wire_density.png
16 x 16 tiles, from dark blue (low) to red (high), scaled to the fullest tile. Values are wire area over tile area, all layers added.
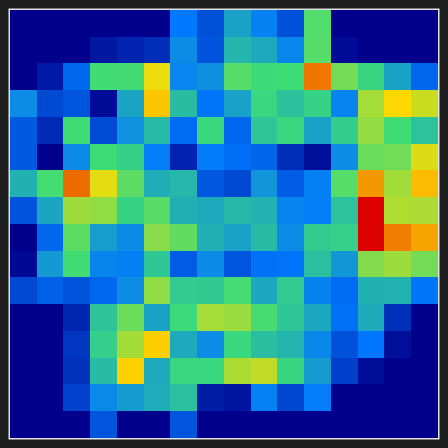
final_placement.png
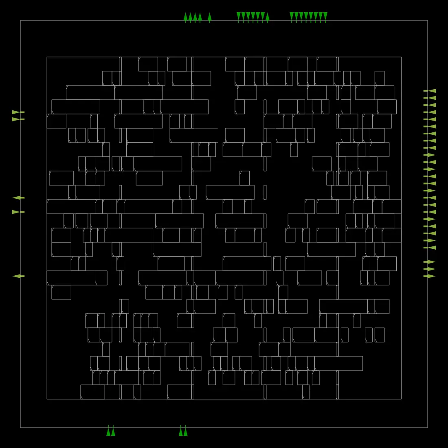
drive_strength.png
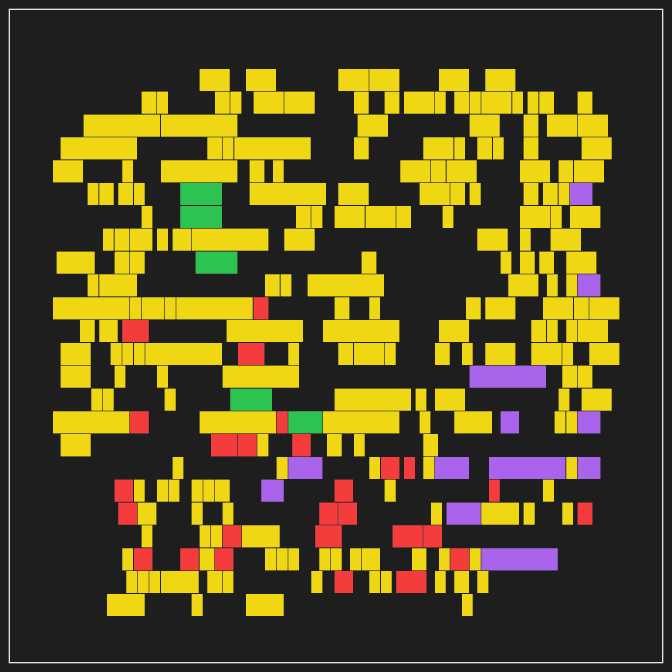
<file path="config.mk">
export PLATFORM = sky130hd
export DESIGN_NAME = rr_mux_arbiter
export DESIGN_NICKNAME = d
export VERILOG_FILES = /design/src/rtl/rr_mux_arbiter.sv
export SDC_FILE = /design/constraint.sdc
export NUM_CORES = 1
export LEC_CHECK = 0
export ABC_AREA = 1
export CELL_PAD_IN_SITES_DETAIL_PLACEMENT = 0
export CELL_PAD_IN_SITES_GLOBAL_PLACEMENT = 1
export CORE_MARGIN = 5
export CORE_UTILIZATION = 30
export CTS_BUF_LIST = sky130_fd_sc_hd__clkbuf_8
export CTS_CLUSTER_DIAMETER = 100
export DETAILED_ROUTE_END_ITERATION = 6
export GPL_TIMING_DRIVEN = 0
export PLACE_DENSITY_LB_ADDON = 0.1
export SYNTH_ARGS = -nofsm -noshare
export SYNTH_HDL_FRONTEND = slang
export SYNTH_SLANG_ARGS = --single-unit
</file>
<file path="constraint.sdc">
create_clock -name clk -period 3.2 [get_ports clk]
set_clock_uncertainty 0.2 [all_clocks]
set_input_delay 0.48 -clock clk [delete_from_list [all_inputs] [get_ports clk]]
set_output_delay 0.48 -clock clk [all_outputs]
set_load 0.03 [all_outputs]
</file>
<file path="src/rtl/rr_mux_arbiter.sv">
// Round-robin arbiter for four req/gnt requesters feeding one registered
// valid/ready output channel, with a stall watchdog that drops a held word.
module rr_mux_arbiter #(
    parameter int WIDTH    = 8,
    parameter int MAX_WAIT = 15
) (
    input  logic             clk,
    input  logic             rst_n,
    input  logic [3:0]       req,
    input  logic [WIDTH-1:0] data_a,
    input  logic [WIDTH-1:0] data_b,
    input  logic [WIDTH-1:0] data_c,
    input  logic [WIDTH-1:0] data_d,
    output logic [3:0]       gnt,
    output logic [1:0]       select,
    output logic [WIDTH-1:0] out_data,
    output logic             out_valid,
    input  logic             out_ready,
    output logic             error
);

    localparam int CW = (MAX_WAIT > 0) ? $clog2(MAX_WAIT + 1) : 1;
    localparam logic [CW-1:0] WAIT_LAST = (MAX_WAIT > 0) ? CW'(MAX_WAIT - 1) : {CW{1'b0}};
    localparam logic [CW-1:0] WAIT_SAT  = {CW{1'b1}};

    typedef enum logic {
        IDLE = 1'b0,
        BUSY = 1'b1
    } state_t;

    state_t           state_r, state_n;
    logic [1:0]       ptr_r, ptr_n;
    logic [CW-1:0]    wait_cnt_r, wait_cnt_n;
    logic [WIDTH-1:0] out_data_r, out_data_n;
    logic [1:0]       select_r, select_n;
    logic             out_valid_r, out_valid_n;
    logic             error_r, error_n;

    logic [1:0]       winner_s;
    logic [WIDTH-1:0] winner_data_s;
    logic             xfer_s;
    logic             timeout_s;
    logic             take_s;
    logic [3:0]       gnt_s;

    // Round-robin search starting at ptr; 2-bit index wraps modulo 4.
    always_comb begin
        logic [1:0] idx_v;
        logic       found_v;
        idx_v    = ptr_r;
        found_v  = 1'b0;
        winner_s = ptr_r;
        for (int o = 0; o < 4; o++) begin
            idx_v = ptr_r + 2'(o);
            if (!found_v && req[idx_v]) begin
                winner_s = idx_v;
                found_v  = 1'b1;
            end else begin
                found_v  = found_v;
            end
        end
    end

    // Word multiplexer driven by the arbitration winner.
    always_comb begin
        case (winner_s)
            2'd0:    winner_data_s = data_a;
            2'd1:    winner_data_s = data_b;
            2'd2:    winner_data_s = data_c;
            2'd3:    winner_data_s = data_d;
            default: winner_data_s = data_a;
        endcase
    end

    assign xfer_s    = (state_r == BUSY) && out_ready;
    assign timeout_s = (MAX_WAIT > 0) && (state_r == BUSY) && !out_ready &&
                       (wait_cnt_r == WAIT_LAST);
    assign take_s    = (|req) && ((state_r == IDLE) || xfer_s) && !timeout_s;

    // Grant decode; gnt doubles as the requester's ready for this edge.
    always_comb begin
        if (take_s) begin
            gnt_s = 4'b0001 << winner_s;
        end else begin
            gnt_s = 4'b0000;
        end
    end

    // Next-state and next-output logic for the IDLE/BUSY sequencer.
    always_comb begin
        state_n     = state_r;
        ptr_n       = ptr_r;
        wait_cnt_n  = wait_cnt_r;
        out_data_n  = out_data_r;
        select_n    = select_r;
        out_valid_n = out_valid_r;
        error_n     = 1'b0;
        if (take_s) begin
            state_n     = BUSY;
            ptr_n       = winner_s + 2'd1;
            wait_cnt_n  = {CW{1'b0}};
            out_data_n  = winner_data_s;
            select_n    = winner_s;
            out_valid_n = 1'b1;
        end else if (xfer_s || timeout_s) begin
            // Transfer without a follow-up word, or watchdog drop; ptr is kept.
            state_n     = IDLE;
            wait_cnt_n  = {CW{1'b0}};
            out_valid_n = 1'b0;
            error_n     = timeout_s;
        end else if (state_r == BUSY) begin
            if (wait_cnt_r != WAIT_SAT) begin
                wait_cnt_n = wait_cnt_r + {{(CW-1){1'b0}}, 1'b1};
            end else begin
                wait_cnt_n = wait_cnt_r;
            end
        end else begin
            state_n = state_r;
        end
    end

    // State and output registers.
    always_ff @(posedge clk or negedge rst_n) begin
        if (!rst_n) begin
            state_r     <= IDLE;
            ptr_r       <= 2'd0;
            wait_cnt_r  <= {CW{1'b0}};
            out_data_r  <= {WIDTH{1'b0}};
            select_r    <= 2'd0;
            out_valid_r <= 1'b0;
            error_r     <= 1'b0;
        end else begin
            state_r     <= state_n;
            ptr_r       <= ptr_n;
            wait_cnt_r  <= wait_cnt_n;
            out_data_r  <= out_data_n;
            select_r    <= select_n;
            out_valid_r <= out_valid_n;
            error_r     <= error_n;
        end
    end

    assign gnt       = gnt_s;
    assign select    = select_r;
    assign out_data  = out_data_r;
    assign out_valid = out_valid_r;
    assign error     = error_r;

endmodule

</file>
==> GITHUB_STEP_SUMMARY <==
## Synthesis and layout report

| Metric | Value |
|---|---|
| Run status | `completed` |
| Unrepaired setup endpoints after global routing | `no` |
| Worst r2r dst | `out_data[1]` |
| Delay of the slowest cell on the worst path | `0.40 ns` |
| Relative contribution of the clock network to total power | `7.7%` |
| Clock buffer depth | `2` |
| Portion of synthesized cell area occupied by the leading cell type | `32.8%` |
| Number of vias in the routed layout | `1,397` |
| Net Switching | `1.24 mW` |
| Synth cell types | `24` |
| Type of element launching the critical path | `flip-flop` |
| Signal buf overhead | `27.6%` |
| Setup TNS | `0 ns` |
| Multiplexer share of the synthesized area | `0%` |
| Vias per std cell | `4.51` |
| Number of global-route vias before repair | `1,302` |
| Sequential element share of the synthesized area | `32.8%` |
| Global-route wire length before repair | `6570 um` |
| Worst hold endpoint | `select[1]` |
| Net Count, Synth | `249` |
| Capturing element of the worst setup path | `gnt[1]` |
| XOR-XNOR Cells, Area Fraction | `0%` |
| Register bit count reported by yosys | `18` |
| Filler instances | `462` |
| Most crowded layer after global routing | `met1` |
| Placed Cells | `309` |
| Number of logic gates | `157` |
| Uppermost layer routed | `met4` |
| Power in sequential cells | `0.372 mW` |
| Minimum setup slack in the final design | `0.312 ns` |
| Worst slew margin relative to its limit | `45.8%` |
| Nets@finish | `305` |
| Initial cell density of the core | `31.2%` |
| Number of pins exceeding their max-slew limit in the final report | `0` |
| Hold Path Origin | `select[1]` |
| TritonCTS clock tree | `yes` |
| Detail Placement HPWL | `3190 um` |
| Total number of cells along the worst setup path | `14` |
| Placer congestion estimate | `0.752` |
| Floorplan die area | `6040 um2` |
| Reg2reg setup slack | `0.50 ns` |
| Diodes inserted | `0` |
| H-tree levels | `1` |
| Tally of buffers added on design ports | `54` |
| Count of endpoints failing setup in the final report | `0` |
| DRT met1 WL | `2110 um` |
| Kind of end point of the critical path | `output pin` |
| Largest register FFs | `8` |
| Worst Max-Slew Pin Slew | `0.810 ns` |
| Total number of placement rows | `24` |
| Count of flip-flops with a built-in enable after synthesis | `0` |
| Clk ins delay skew pair | `0.25 ns` |
| Logic area | `857 um2` |
| Boundary Pins | `55` |
| Combinational share of cell area | `41.2%` |
| Cell with the largest stage delay on the worst path | `sky130_fd_sc_hd__dfrtp_1` |
| Startpoint-to-endpoint class of the critical path | `reg2out` |
| Startpoint of the lowest-slack register-to-register path | `ptr_r[0]` |
| Final Cycle Share | `90.2%` |
| Setup Slack @ Placement | `-0.676 ns` |
| Hold buffers post-CTS | `0` |
| Cell depth of the worst flop-to-flop path | `16` |
| CP Cell Sequence | `inv_2, buf_6, nand2_1, nand2_2, nand2_2, nand2_2, nand4_1, nand2_1, nand2_4, inv_2, ha_4, inv_1, nor2_1, clkbuf_4` |
| Die extent in y | `77.7 um` |
| Number of hold violations in the final report | `0` |
| Number of resized instances in the post-cts repair step | `13` |
| DR WL met3 | `214 um` |
| Logic pwr share | `76.5%` |
| 1st-pass router iterations | `4` |
| # Post-CTS Setup Buffers | `0` |
| Seq. cell area | `450 um2` |
| Clock input transition at the sequential cells of the worst setup and hold paths | `0.07 ns` |
| Root Buffer | `sky130_fd_sc_hd__clkbuf_8` |
| Top cell by count, worst path | `sky130_fd_sc_hd__nand2_2` |
| Final total power | `2.35 mW` |
| Largest area contributor in the netlist | `sky130_fd_sc_hd__dfrtp_1` |
| Post-placement cell area | `1980 um2` |
| Post-synthesis async set-or-reset flop share | `100%` |
| Top cells by count, synth | `sky130_fd_sc_hd__nand2_1, sky130_fd_sc_hd__dfrtp_1, sky130_fd_sc_hd__inv_1, sky130_fd_sc_hd__o21ai_0, sky130_fd_sc_hd__nand3_1` |
| Final design area excluding fillers | `2080 um2` |
| Met3 track demand over resource in global routing | `2.78%` |
| Initial DRC Count | `25` |
| Number of clock sinks seen by CTS | `18` |
| Power Dens Cells | `1130 nW/um2` |
| Fraction of area in registers | `21.7%` |
| Most common cell in the netlist | `sky130_fd_sc_hd__nand2_1` |
| Number of warnings in the stage logs | `32` |
| Share of layout cells above drive strength 1 | `17.1%` |
## Picture notes: wire_density.png
- tiles over half the peak: 22%
- fullest tile: 0.33
- mean over tiles: 0.10
- nearly empty tiles: 20%
- densest ninth of the die: middle right
- emptiest ninth of the die: lower right
total length of routed wires: 3990 um
detailed-route wire length per cell: 12.9 um

## Picture notes: final_placement.png
Core ar.: 4410 um2
Final Instance Count excl. Fillers: 310
utilization after layout: 47.1%
inserted tap cell count: 52
sequential cell count: 18

## Picture notes: drive_strength.png
- purple: drive 3 to 4 (cells 12)
- green: drive 6 and up (cells 5)
- red: drive 2 (cells 27)
- yellow: drive 1 or less (cells 214)

Power figures rest on the tool's default switching activity, not on a simulated workload.
